Figure 1. Signal wires by layer (run 1).
Scale bar: 20 um.
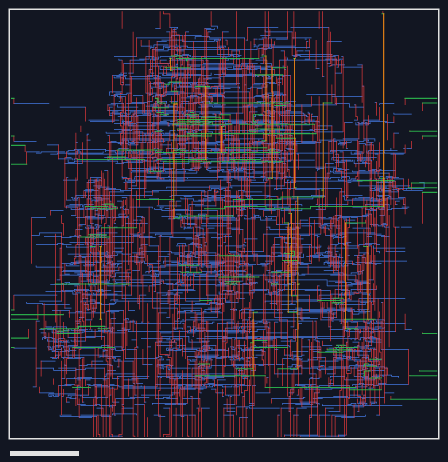
Figure 2. Sizing map (run 1).
Scale bar: 20 um.
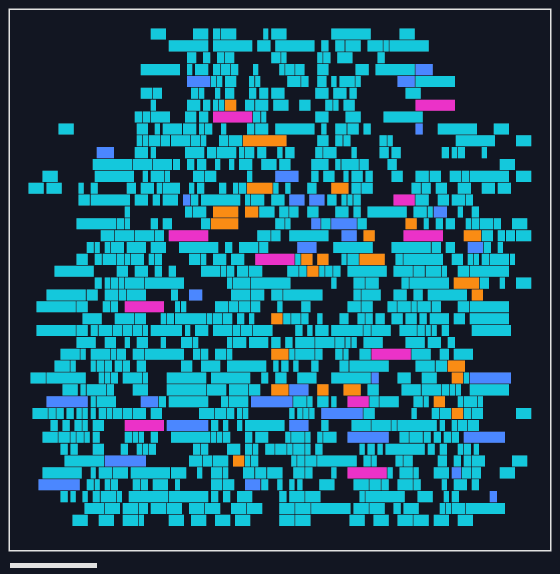
Figure 3. Register map, names as in the netlist (run 1).
Scale bar: 20 um. Other sequential cells in the stronger grey, the rest of the logic in the fainter grey.
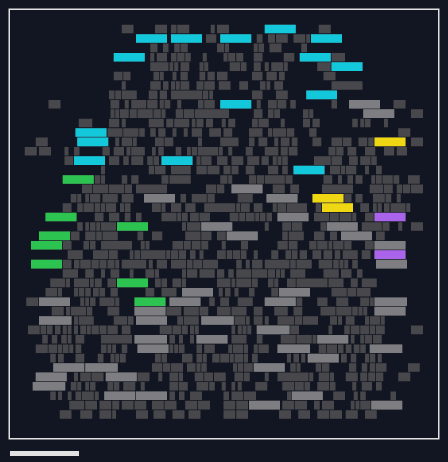
--- src/rtl/atm_pkg.sv ---
// Shared definitions for the ATM cash dispenser: denominations, output codes,
// FSM state encoding and the planner's per-cycle verdict.
package atm_pkg;

  localparam int DEN_HI_VAL      = 2000;
  localparam int DEN_MID_VAL     = 500;
  localparam int DEN_LO_VAL      = 100;
  localparam int MAX_AMT_DEFAULT = 20000;

  typedef enum logic [1:0] {
    DEN_NONE = 2'd0,
    DEN_HI   = 2'd1,
    DEN_MID  = 2'd2,
    DEN_LO   = 2'd3
  } note_den_e;

  typedef enum logic [1:0] {
    ERR_NONE    = 2'd0,
    ERR_BAD_AMT = 2'd1,
    ERR_TOO_BIG = 2'd2,
    ERR_SHORT   = 2'd3
  } err_code_e;

  typedef enum logic [2:0] {
    S_IDLE,
    S_CHECK,
    S_PLAN,
    S_DISPENSE,
    S_GAP,
    S_DONE,
    S_ERR
  } state_e;

  typedef enum logic [1:0] {
    PLAN_STEP,
    PLAN_OK,
    PLAN_BAD,
    PLAN_SHORT
  } plan_res_e;

endpackage

--- src/rtl/atm_note_planner.sv ---
// Greedy note planner: one subtraction per step from the remaining amount,
// bounded by cassette inventory; also retires plan entries as notes go out.
module atm_note_planner
  import atm_pkg::*;
#(
  parameter int AMT_W = 15,
  parameter int CNT_W = 8
) (
  input  logic             clk,
  input  logic             rst_n,
  input  logic             init_i,
  input  logic [AMT_W-1:0] amt_i,
  input  logic             step_i,
  input  note_den_e        take_i,
  input  logic [CNT_W-1:0] cnt_hi_i,
  input  logic [CNT_W-1:0] cnt_mid_i,
  input  logic [CNT_W-1:0] cnt_lo_i,
  output logic [AMT_W-1:0] rem_o,
  output logic [CNT_W-1:0] plan_hi_o,
  output logic [CNT_W-1:0] plan_mid_o,
  output logic [CNT_W-1:0] plan_lo_o,
  output plan_res_e        res_o
);

  localparam logic [AMT_W-1:0] AMT_HI  = AMT_W'(DEN_HI_VAL);
  localparam logic [AMT_W-1:0] AMT_MID = AMT_W'(DEN_MID_VAL);
  localparam logic [AMT_W-1:0] AMT_LO  = AMT_W'(DEN_LO_VAL);
  localparam logic [CNT_W-1:0] ONE_C   = CNT_W'(1);

  logic [AMT_W-1:0] rem_q, rem_d;
  logic [CNT_W-1:0] plan_hi_q, plan_hi_d;
  logic [CNT_W-1:0] plan_mid_q, plan_mid_d;
  logic [CNT_W-1:0] plan_lo_q, plan_lo_d;
  note_den_e        sel;

  // Guarded compares keep rem from ever underflowing.
  always_comb begin
    sel   = DEN_NONE;
    res_o = PLAN_STEP;
    if (rem_q >= AMT_HI && plan_hi_q < cnt_hi_i) begin
      sel = DEN_HI;
    end else if (rem_q >= AMT_MID && plan_mid_q < cnt_mid_i) begin
      sel = DEN_MID;
    end else if (rem_q >= AMT_LO && plan_lo_q < cnt_lo_i) begin
      sel = DEN_LO;
    end else if (rem_q == '0) begin
      res_o = PLAN_OK;
    end else if (rem_q < AMT_LO) begin
      res_o = PLAN_BAD;
    end else begin
      res_o = PLAN_SHORT;
    end
  end

  // NOTE: every variable gets a default first so no path leaves it unassigned (no latch).
  always_comb begin
    rem_d      = rem_q;
    plan_hi_d  = plan_hi_q;
    plan_mid_d = plan_mid_q;
    plan_lo_d  = plan_lo_q;
    if (init_i) begin
      rem_d      = amt_i;
      plan_hi_d  = '0;
      plan_mid_d = '0;
      plan_lo_d  = '0;
    end else if (step_i) begin
      unique case (sel)
        DEN_HI:  begin plan_hi_d  = plan_hi_q + ONE_C;  rem_d = rem_q - AMT_HI;  end
        DEN_MID: begin plan_mid_d = plan_mid_q + ONE_C; rem_d = rem_q - AMT_MID; end
        DEN_LO:  begin plan_lo_d  = plan_lo_q + ONE_C;  rem_d = rem_q - AMT_LO;  end
        default: ;
      endcase
    end else begin
      unique case (take_i)
        DEN_HI:  if (plan_hi_q  != '0) plan_hi_d  = plan_hi_q - ONE_C;
        DEN_MID: if (plan_mid_q != '0) plan_mid_d = plan_mid_q - ONE_C;
        DEN_LO:  if (plan_lo_q  != '0) plan_lo_d  = plan_lo_q - ONE_C;
        default: ;
      endcase
    end
  end

  // NOTE: state registers use non-blocking assignments so all flops update together.
  always_ff @(posedge clk or negedge rst_n) begin
    if (!rst_n) begin
      rem_q      <= '0;
      plan_hi_q  <= '0;
      plan_mid_q <= '0;
      plan_lo_q  <= '0;
    end else begin
      rem_q      <= rem_d;
      plan_hi_q  <= plan_hi_d;
      plan_mid_q <= plan_mid_d;
      plan_lo_q  <= plan_lo_d;
    end
  end

  assign rem_o      = rem_q;
  assign plan_hi_o  = plan_hi_q;
  assign plan_mid_o = plan_mid_q;
  assign plan_lo_o  = plan_lo_q;

endmodule

--- src/rtl/atm_cash_dispenser.sv ---
// ATM cash dispenser: validates a requested amount, plans notes greedily against
// cassette inventory, then issues them one at a time with a fixed spacing.
module atm_cash_dispenser
  import atm_pkg::*;
#(
  parameter int AMT_W    = 15,
  parameter int CNT_W    = 8,
  parameter int NOTE_GAP = 4,
  parameter int MAX_AMT  = MAX_AMT_DEFAULT,
  parameter int INIT_CNT = 50
) (
  input  logic             clk,
  input  logic             rst_n,
  input  logic             start,
  input  logic [AMT_W-1:0] amt,
  input  logic             load,
  input  logic [CNT_W-1:0] load_hi,
  input  logic [CNT_W-1:0] load_mid,
  input  logic [CNT_W-1:0] load_lo,
  output logic             note_vld,
  output logic [1:0]       note_den,
  output logic             busy,
  output logic             done,
  output logic             err,
  output logic [1:0]       err_code,
  output logic [CNT_W-1:0] cnt_hi,
  output logic [CNT_W-1:0] cnt_mid,
  output logic [CNT_W-1:0] cnt_lo
);

  localparam int               GAP_W   = (NOTE_GAP > 2) ? $clog2(NOTE_GAP - 1) : 1;
  localparam logic [GAP_W-1:0] GAP_RLD = GAP_W'(NOTE_GAP - 2);
  localparam logic [GAP_W-1:0] GAP_ONE = GAP_W'(1);
  localparam logic [CNT_W-1:0] ONE_C   = CNT_W'(1);
  localparam logic [CNT_W-1:0] INIT_C  = CNT_W'(INIT_CNT);
  localparam logic [AMT_W-1:0] MAX_A   = AMT_W'(MAX_AMT);

  state_e           state_q, state_d;
  err_code_e        err_code_q, err_code_d;
  logic [GAP_W-1:0] gap_q, gap_d;
  logic [CNT_W-1:0] cnt_hi_q, cnt_hi_d, cnt_mid_q, cnt_mid_d, cnt_lo_q, cnt_lo_d;

  logic             plan_init, plan_step;
  note_den_e        take, den;
  logic             last_note;
  logic [AMT_W-1:0] rem;
  logic [CNT_W-1:0] plan_hi, plan_mid, plan_lo;
  plan_res_e        plan_res;

  atm_note_planner #(.AMT_W(AMT_W), .CNT_W(CNT_W)) u_planner (
    .clk       (clk),
    .rst_n     (rst_n),
    .init_i    (plan_init),
    .amt_i     (amt),
    .step_i    (plan_step),
    .take_i    (take),
    .cnt_hi_i  (cnt_hi_q),
    .cnt_mid_i (cnt_mid_q),
    .cnt_lo_i  (cnt_lo_q),
    .rem_o     (rem),
    .plan_hi_o (plan_hi),
    .plan_mid_o(plan_mid),
    .plan_lo_o (plan_lo),
    .res_o     (plan_res)
  );

  // Highest outstanding denomination goes first; last_note flags the final one.
  always_comb begin
    den = DEN_LO;
    if (plan_hi != '0)       den = DEN_HI;
    else if (plan_mid != '0) den = DEN_MID;
    last_note = (den == DEN_HI  && plan_hi  == ONE_C && plan_mid == '0 && plan_lo == '0) ||
                (den == DEN_MID && plan_mid == ONE_C && plan_lo == '0) ||
                (den == DEN_LO  && plan_lo  == ONE_C);
  end

  always_comb begin
    state_d    = state_q;
    err_code_d = err_code_q;
    gap_d      = gap_q;
    cnt_hi_d   = cnt_hi_q;
    cnt_mid_d  = cnt_mid_q;
    cnt_lo_d   = cnt_lo_q;
    plan_init  = 1'b0;
    plan_step  = 1'b0;
    take       = DEN_NONE;
    note_vld   = 1'b0;
    note_den   = DEN_NONE;
    done       = 1'b0;
    err        = 1'b0;
    unique case (state_q)
      S_IDLE: begin
        if (load) begin
          cnt_hi_d  = load_hi;
          cnt_mid_d = load_mid;
          cnt_lo_d  = load_lo;
        end else if (start) begin
          plan_init  = 1'b1;
          err_code_d = ERR_NONE;
          state_d    = S_CHECK;
        end
      end
      S_CHECK: begin
        if (rem == '0) begin
          err_code_d = ERR_BAD_AMT;
          state_d    = S_ERR;
        end else if (rem >= MAX_A) begin
          err_code_d = ERR_TOO_BIG;
          state_d    = S_ERR;
        end else begin
          state_d = S_PLAN;
        end
      end
      S_PLAN: begin
        plan_step = 1'b1;
        unique case (plan_res)
          PLAN_OK:    state_d = S_DISPENSE;
          PLAN_BAD:   begin err_code_d = ERR_BAD_AMT; state_d = S_ERR; end
          PLAN_SHORT: begin err_code_d = ERR_SHORT;   state_d = S_ERR; end
          default:    ;
        endcase
      end
      S_DISPENSE: begin
        note_vld = 1'b1;
        note_den = den;
        take     = den;
        unique case (den)
          DEN_HI:  if (cnt_hi_q  != '0) cnt_hi_d  = cnt_hi_q - ONE_C;
          DEN_MID: if (cnt_mid_q != '0) cnt_mid_d = cnt_mid_q - ONE_C;
          default: if (cnt_lo_q  != '0) cnt_lo_d  = cnt_lo_q - ONE_C;
        endcase
        gap_d   = GAP_RLD;
        state_d = last_note ? S_DONE : S_GAP;
      end
      S_GAP: begin
        if (gap_q == '0) state_d = S_DISPENSE;
        else             gap_d   = gap_q - GAP_ONE;
      end
      S_DONE: begin
        done    = 1'b1;
        state_d = S_IDLE;
      end
      S_ERR: begin
        err     = 1'b1;
        state_d = S_IDLE;
      end
      default: state_d = S_IDLE;
    endcase
  end

  always_ff @(posedge clk or negedge rst_n) begin
    if (!rst_n) begin
      state_q    <= S_IDLE;
      err_code_q <= ERR_NONE;
      gap_q      <= '0;
      cnt_hi_q   <= INIT_C;
      cnt_mid_q  <= INIT_C;
      cnt_lo_q   <= INIT_C;
    end else begin
      state_q    <= state_d;
      err_code_q <= err_code_d;
      gap_q      <= gap_d;
      cnt_hi_q   <= cnt_hi_d;
      cnt_mid_q  <= cnt_mid_d;
      cnt_lo_q   <= cnt_lo_d;
    end
  end

  assign busy     = (state_q != S_IDLE);
  assign err_code = err_code_q;
  assign cnt_hi   = cnt_hi_q;
  assign cnt_mid  = cnt_mid_q;
  assign cnt_lo   = cnt_lo_q;

endmodule

--- config.mk ---
export PLATFORM = sky130hd
export DESIGN_NAME = atm_cash_dispenser
export DESIGN_NICKNAME = d
export VERILOG_FILES = /design/src/rtl/atm_pkg.sv /design/src/rtl/atm_note_planner.sv /design/src/rtl/atm_cash_dispenser.sv
export SDC_FILE = /design/constraint.sdc
export NUM_CORES = 1
export LEC_CHECK = 0
export CAP_MARGIN = 25
export CORE_MARGIN = 4
export CORE_UTILIZATION = 47
export DETAILED_ROUTE_END_ITERATION = 6
export PLACE_DENSITY_LB_ADDON = 0.3
export SETUP_SLACK_MARGIN = 0.5
export SLEW_MARGIN = 15
export SYNTH_ARGS = -nofsm -noshare
export SYNTH_HDL_FRONTEND = slang
export SYNTH_HIERARCHICAL = 1
export SYNTH_SLANG_ARGS = --single-unit
--- constraint.sdc ---
create_clock -name clk -period 5 [get_ports clk]
set_input_delay 1 -clock clk [delete_from_list [all_inputs] [get_ports clk]]
set_output_delay 1 -clock clk [all_outputs]
set_load 0.02 [all_outputs]
==> impl_table.tex, run 1 <==
% Yosys + OpenROAD metrics
\begin{tabular}{lr}
\hline
Metric & Value \\
\hline
\multicolumn{2}{l}{\textbf{Status}} \\
Status & finished clean \\
\multicolumn{2}{l}{\textbf{GRT}} \\
Gr ovfl total & 0 \\
Overall Global Routing Usage & a little under a quarter \\
\multicolumn{2}{l}{\textbf{Cells and area}} \\
Layout-stage area growth over the synthesis result & 17.7\% \\
Final net count & approximately 920 \\
Layout Cell Area excl Fill & between 7000 and 8000 um2 \\
\multicolumn{2}{l}{\textbf{Clocking}} \\
Deepest clock path buffer count & 2 \\
Latency at later pin & 0.34 ns \\
CTS tree & done \\
\multicolumn{2}{l}{\textbf{Yosys}} \\
Seq/Total Area, Yosys & approximately 28\% \\
Area of the mapped netlist & roughly 6300 um2 \\
Most numerous cell in the Yosys netlist & sky130\_fd\_sc\_hd\_\_nor2\_1 \\
Avg Synthesized Cell Area & between 8 and 9 um2 \\
Proportion of synthesized flip-flops having asynchronous set or reset & 100\% \\
\multicolumn{2}{l}{\textbf{Floorplanning}} \\
Core utilization before placement & between 40 and 50\% \\
\multicolumn{2}{l}{\textbf{Worst hold path}} \\
Path class of the lowest-slack min-delay path & register to register \\
\multicolumn{2}{l}{\textbf{Detailed routing}} \\
DR top layer & met4 \\
Starting DRT DRC Count & $\sim$660 \\
Remaining routing DRC violations & 0 \\
\multicolumn{2}{l}{\textbf{Critical path}} \\
Highest cell delay on the worst timing path & $\sim$0.66 ns \\
Critical path startpoint category & register \\
Kind of critical path & register to register \\
Arrival time of data at the critical path endpoint & between 4 and 5 ns \\
Required arrival time at the worst endpoint & $\sim$5.2 ns \\
Most prevalent standard cell on the critical path & sky130\_fd\_sc\_hd\_\_buf\_4 \\
\multicolumn{2}{l}{\textbf{Final timing}} \\
Max-slew headroom at the worst pin & 27.4\% \\
Final min period & between 3 and 4 ns \\
RSZ-0062 raised after global routing & false \\
\hline
\end{tabular}
Notes on Figure 1 above:
Key: M1 = blue [wire length 7750 um]; M2 = red [wire length 8580 um]; M4 = orange [wire length 433 um]; M3 = green [wire length 973 um]

Notes on Figure 2 above:
Key: x6 and larger = magenta [cells 11]; x1 and smaller = cyan [cells 758]; x3 and x4 = orange [cells 26]; x2 = blue [cells 32]

Notes on Figure 3 above:
Key: `u_planner/plan_lo_o` = green [sequential cells 8, where middle left]; `gap_q` = purple [sequential cells 2]; `u_planner/rem_o` = cyan [sequential cells 15]; `state_q` = yellow [sequential cells 3]
Another 42 sequential cells are not coloured.
area occupied by registers: 1760 um2
Final Core Density: 56.3%
sequential cell area share: 23.7%

==> run 1: worst min-delay path, delay by kind of cell, from the launching register on <==
kind / cells / cell delay [ns]
compound gates: 1 / 0.05
flops: 1 / 0.37
buf+inv: 1 / 0.05
==> run 1: kinds of logic after synthesis <==
| group | Yosys count | synth area share, % |
|---|---|---|
| muxes | 9 | 1.53 |
| xor gates and xnor gates | 28 | 3.89 |
| DFF | 70 | 28.0 |
| and+or+nand+nor | 262 | 22.3 |
| AOI/OAI and AO/OA | 249 | 27.0 |
| buffers and inverters | 93 | 6.51 |
| adders and majority gates | 53 | 10.9 |
==> run 1: registers in the layout, summed over array words and instances (netlist names) <==
signal                flops
u_planner/plan_hi_o       8
state_q                   3
err_code                  2
cnt_hi                    8
u_planner/plan_mid_o      8
cnt_mid                   8
u_planner/rem_o          15
gap_q                     2
cnt_lo                    8
u_planner/plan_lo_o       8
==> run 1: worst min-delay path by stage <==
stage	start	end	cells after the start
after floorplan	gap_q[1]	gap_q[1]	2
after global placement	cnt_mid[5]	cnt_mid[5]	2
after detailed placement	cnt_lo[5]	cnt_lo[5]	2
after CTS	cnt_lo[5]	cnt_lo[5]	2
after global routing	cnt_mid[4]	cnt_mid[4]	2
final	err_code[0]	err_code[0]	2
==> run 1: stage by stage <==
stage               setup WS (ns)  instances
finish                       1.20       1003
global route                 1.00       1003
CTS                          1.27       1003
detailed placement           1.31        987
global placement             1.49        987
floorplan                    1.22        764
==> inputs of run 2 (changes only) <==
- clock period: 5 -> 3.9 ns (I/O delays scaled with it)
==> impl_table.tex, run 2 <==
% Yosys + OpenROAD metrics
\begin{tabular}{lr}
\hline
Metric & Value \\
\hline
\multicolumn{2}{l}{\textbf{Status}} \\
Status & finished clean \\
\multicolumn{2}{l}{\textbf{Critical path}} \\
Critical path startpoint category & register \\
Kind of critical path & register to register \\
Worst r2r path cells & 11 \\
Arrival time of data at the critical path endpoint & 3.44 ns (-0.59 ns) \\
\multicolumn{2}{l}{\textbf{Detailed routing}} \\
DR top layer & met4 \\
Starting DRT DRC Count & 483 (-27\%) \\
Remaining routing DRC violations & 0 (unchanged) \\
\multicolumn{2}{l}{\textbf{Cells and area}} \\
Layout Cell Area excl Fill & 7580 um2 (+2.2\%) \\
Final Core Density & 57.5\% (+1.2 points) \\
Largest register FFs & 15 (unchanged) \\
Layout-stage area growth over the synthesis result & 20.3\% \\
Final net count & 925 (+0.76\%) \\
\multicolumn{2}{l}{\textbf{GRT}} \\
Gr ovfl total & 0 (unchanged) \\
Overall Global Routing Usage & 24.3\% (+0.42 points) \\
\multicolumn{2}{l}{\textbf{Worst hold path}} \\
Path class of the lowest-slack min-delay path & primary input to async pin \\
\multicolumn{2}{l}{\textbf{Clocking}} \\
CTS tree & done \\
Deepest clock path buffer count & 2 (unchanged) \\
\multicolumn{2}{l}{\textbf{Final timing}} \\
Max-slew headroom at the worst pin & 43.4\% (+16 points) \\
Final min period & 3.21 ns (-0.590 ns) \\
Final setup slack of the worst path & 0.694 ns (-0.510 ns) \\
\multicolumn{2}{l}{\textbf{Yosys}} \\
Avg Synthesized Cell Area & 8.25 um2 (unchanged) \\
Combinational family with the most area after synthesis & AND-OR/OR-AND gates \\
Adders+Majority by Area & 10.9\% (unchanged) \\
Proportion of synthesized flip-flops having asynchronous set or reset & 100\% (unchanged) \\
Basic-gate share of the synthesized area counting and, or, nand and nor cells & 22.3\% (unchanged) \\
Post-synthesis mux area share & 1.53\% (unchanged) \\
Most numerous cell in the Yosys netlist & sky130\_fd\_sc\_hd\_\_nor2\_1 \\
Share of the synthesized netlist area taken by xor and xnor gates & 3.89\% (unchanged) \\
Area of the mapped netlist & 6310 um2 (unchanged) \\
\multicolumn{2}{l}{\textbf{Floorplanning}} \\
Core utilization before placement & 47.8\% (unchanged) \\
\multicolumn{2}{l}{\textbf{Placed design}} \\
Worst setup slack before clock tree synthesis & 0.584 ns (-0.721 ns) \\
\hline
\end{tabular}
run 2: cell count changes in the layout (fill, tap and decap cells not counted), sizes merged:
cell,change
clkbuf,-1
clkinv,-1
bufinv,+2
buf,+7
run 2: logic make-up after synthesis:
logic type | Yosys count
muxes | 9
xor gates and xnor gates | 28
and+or+nand+nor | 262
adders and majority gates | 53
buffers and inverters | 93
AOI/OAI and AO/OA | 249
DFF | 70
run 2: cell type report:
cell class	instances	area, um2	area share [%]
clock inverters	5	81.3	1.07
clock buffers	11	253	3.33
well taps	176	220	2.90
repair buffers	93	911	12.0
flip-flops and latches	70	1760	23.2
multi-input cells	601	4150	54.8
inverters	54	204	2.69
run 2: critical path, stage by stage, from the launching register on:
cell and delay [ns]:
sky130_fd_sc_hd__dfstp_2 0.59, sky130_fd_sc_hd__inv_1 0.06, sky130_fd_sc_hd__ha_1 0.31, sky130_fd_sc_hd__a21o_1 0.17, sky130_fd_sc_hd__a221o_1 0.37, sky130_fd_sc_hd__nor3_2 0.29, sky130_fd_sc_hd__o21a_2 0.35, sky130_fd_sc_hd__nor2_2 0.13
sky130_fd_sc_hd__a211oi_2 0.23, sky130_fd_sc_hd__buf_4 0.23, sky130_fd_sc_hd__nor4_1 0.07, sky130_fd_sc_hd__a211o_1 0.28
run 2: metrics by stage:
stage	instances	hold slack, ns
2_1_floorplan	764	0.484
3_3_place_gp	991	0.501
3_5_place_dp	991	0.507
4_1_cts	1007	0.519
5_1_grt	1010	0.461
6_report	1010	0.437
Figure 4. Clock routing (run 2).
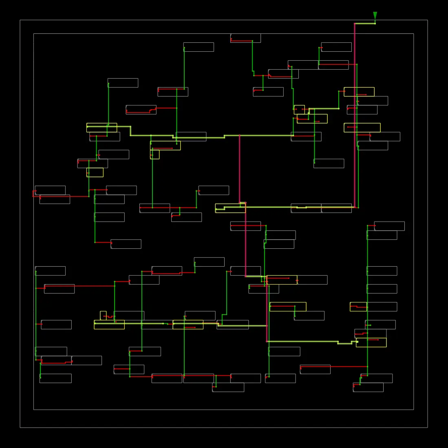
number of clock sinks seen by CTS: 70
Latency at later pin: 0.35 ns
number of buffers created by CTS: 9

==> inputs of run 3 (changes only) <==
- clock period: 3.9 -> 3 ns (I/O delays scaled with it)
Figure 5. Signal wires by layer (run 3).
Scale bar: 20 um.
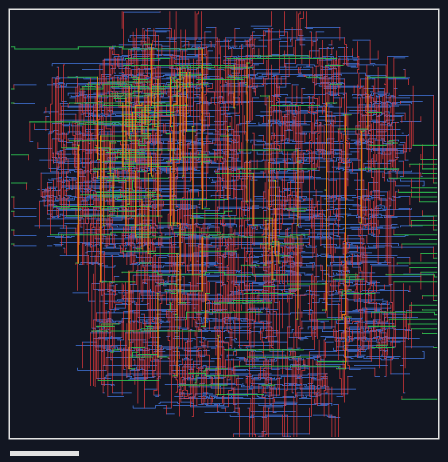
Key: M4 = orange [wire length 1220 um]; M1 = blue [wire length 9110 um]; M2 = red [wire length 11300 um]; M3 = green [wire length 1920 um]

==> impl_table.tex, run 3 <==
% Yosys + OpenROAD metrics
\begin{tabular}{lr}
\hline
Metric & Value \\
\hline
\multicolumn{2}{l}{\textbf{Status}} \\
Status & finished clean \\
\multicolumn{2}{l}{\textbf{Yosys}} \\
Area of the mapped netlist & 6310 um2 (unchanged) \\
Post-synthesis mux area share & 1.53\% (unchanged) \\
Basic-gate share of the synthesized area counting and, or, nand and nor cells & 22.3\% (unchanged) \\
Avg Synthesized Cell Area & 8.25 um2 (unchanged) \\
Combinational family with the most area after synthesis & AND-OR/OR-AND gates \\
\multicolumn{2}{l}{\textbf{Cells and area}} \\
Layout-stage area growth over the synthesis result & 51.6\% \\
Final net count & 1045 (+13\%) \\
Largest register FFs & 15 (unchanged) \\
\multicolumn{2}{l}{\textbf{Final timing}} \\
Final setup slack of the worst path & 0.193 ns (-0.500 ns) \\
Max-slew headroom at the worst pin & 47.2\% (+3.8 points) \\
\multicolumn{2}{l}{\textbf{Clocking}} \\
Latency at later pin & 0.34 ns (about the same) \\
Number of clock sinks seen by CTS & 70 (unchanged) \\
\multicolumn{2}{l}{\textbf{Floorplanning}} \\
Core utilization before placement & 47.8\% (unchanged) \\
\multicolumn{2}{l}{\textbf{Critical path}} \\
Top Family by Delay on Critical Path & AND-OR/OR-AND gates \\
Crit path cell chain & nand2b\_4, nor2\_4, buf\_4, fa\_1, nor2b\_1, o21ai\_0, nand2b\_1, a21o\_1, a21oi\_1, xor2\_1, o31ai\_4 \\
Kind of critical path & register to register \\
Arrival time of data at the critical path endpoint & 3.03 ns (-0.41 ns) \\
\multicolumn{2}{l}{\textbf{Detailed routing}} \\
Starting DRT DRC Count & 664 (+37\%) \\
\multicolumn{2}{l}{\textbf{GRT}} \\
Gr ovfl total & 0 (unchanged) \\
\hline
\end{tabular}
[run 3: layer usage]
layer	up-vias	global-route usage, %	wire, um	share of wire, %
met5	-	0	0	0
met4	0	14.7	1220	5.2
met3	133	5.18	1920	8.2
met2	422	48.1	11300	48
met1	3460	35.5	9110	39
li1	3209	-	-	-
[run 3: through the flow]
step | hold slack (ns) | cells
floorplan | 0.304 | 764
global placement | 0.499 | 1019
detailed placement | 0.507 | 1019
CTS | 0.335 | 1104
global route | 0.378 | 1130
finish | 0.318 | 1130
[run 3: cell families (layout without fill, tap and decap cells)]
kind of cell / after synthesis / after routing
buffers and inverters: 93 / 282
AOI/OAI and AO/OA: 249 / 250
xor gates and xnor gates: 28 / 28
muxes: 9 / 9
adders and majority gates: 53 / 53
and+or+nand+nor: 262 / 262
DFF: 70 / 70
[run 3: worst max-delay path by stage]
stage                         endpoint  slack [ns]  cells past startpoint
4_1_cts             u_planner/rem_o[9]        0.31                     11
3_3_place_gp        u_planner/rem_o[7]        0.15                     11
3_5_place_dp        u_planner/rem_o[7]        0.04                     10
5_1_grt        u_planner/plan_mid_o[6]        0.15                     11
6_report       u_planner/plan_mid_o[6]        0.19                     11
2_1_floorplan  u_planner/plan_mid_o[7]        0.15                     12
[run 3: final cells by class]
class | instances | area, um2 | area share [%]
multi-input cells | 602 | 5040 | 52.7
repair buffers | 212 | 2030 | 21.2
flip-flops and latches | 70 | 1790 | 18.7
clock buffers | 15 | 268 | 2.80
well taps | 176 | 220 | 2.30
inverters | 54 | 208 | 2.17
clock inverters | 1 | 5.00 | 0.0524
[run 3: what timing repair did]
item,CTS,global route
pin swaps,51,43
setup endpoints to repair,45,52
resized,120,101
gates cloned,5,0
buffers inserted,64,26
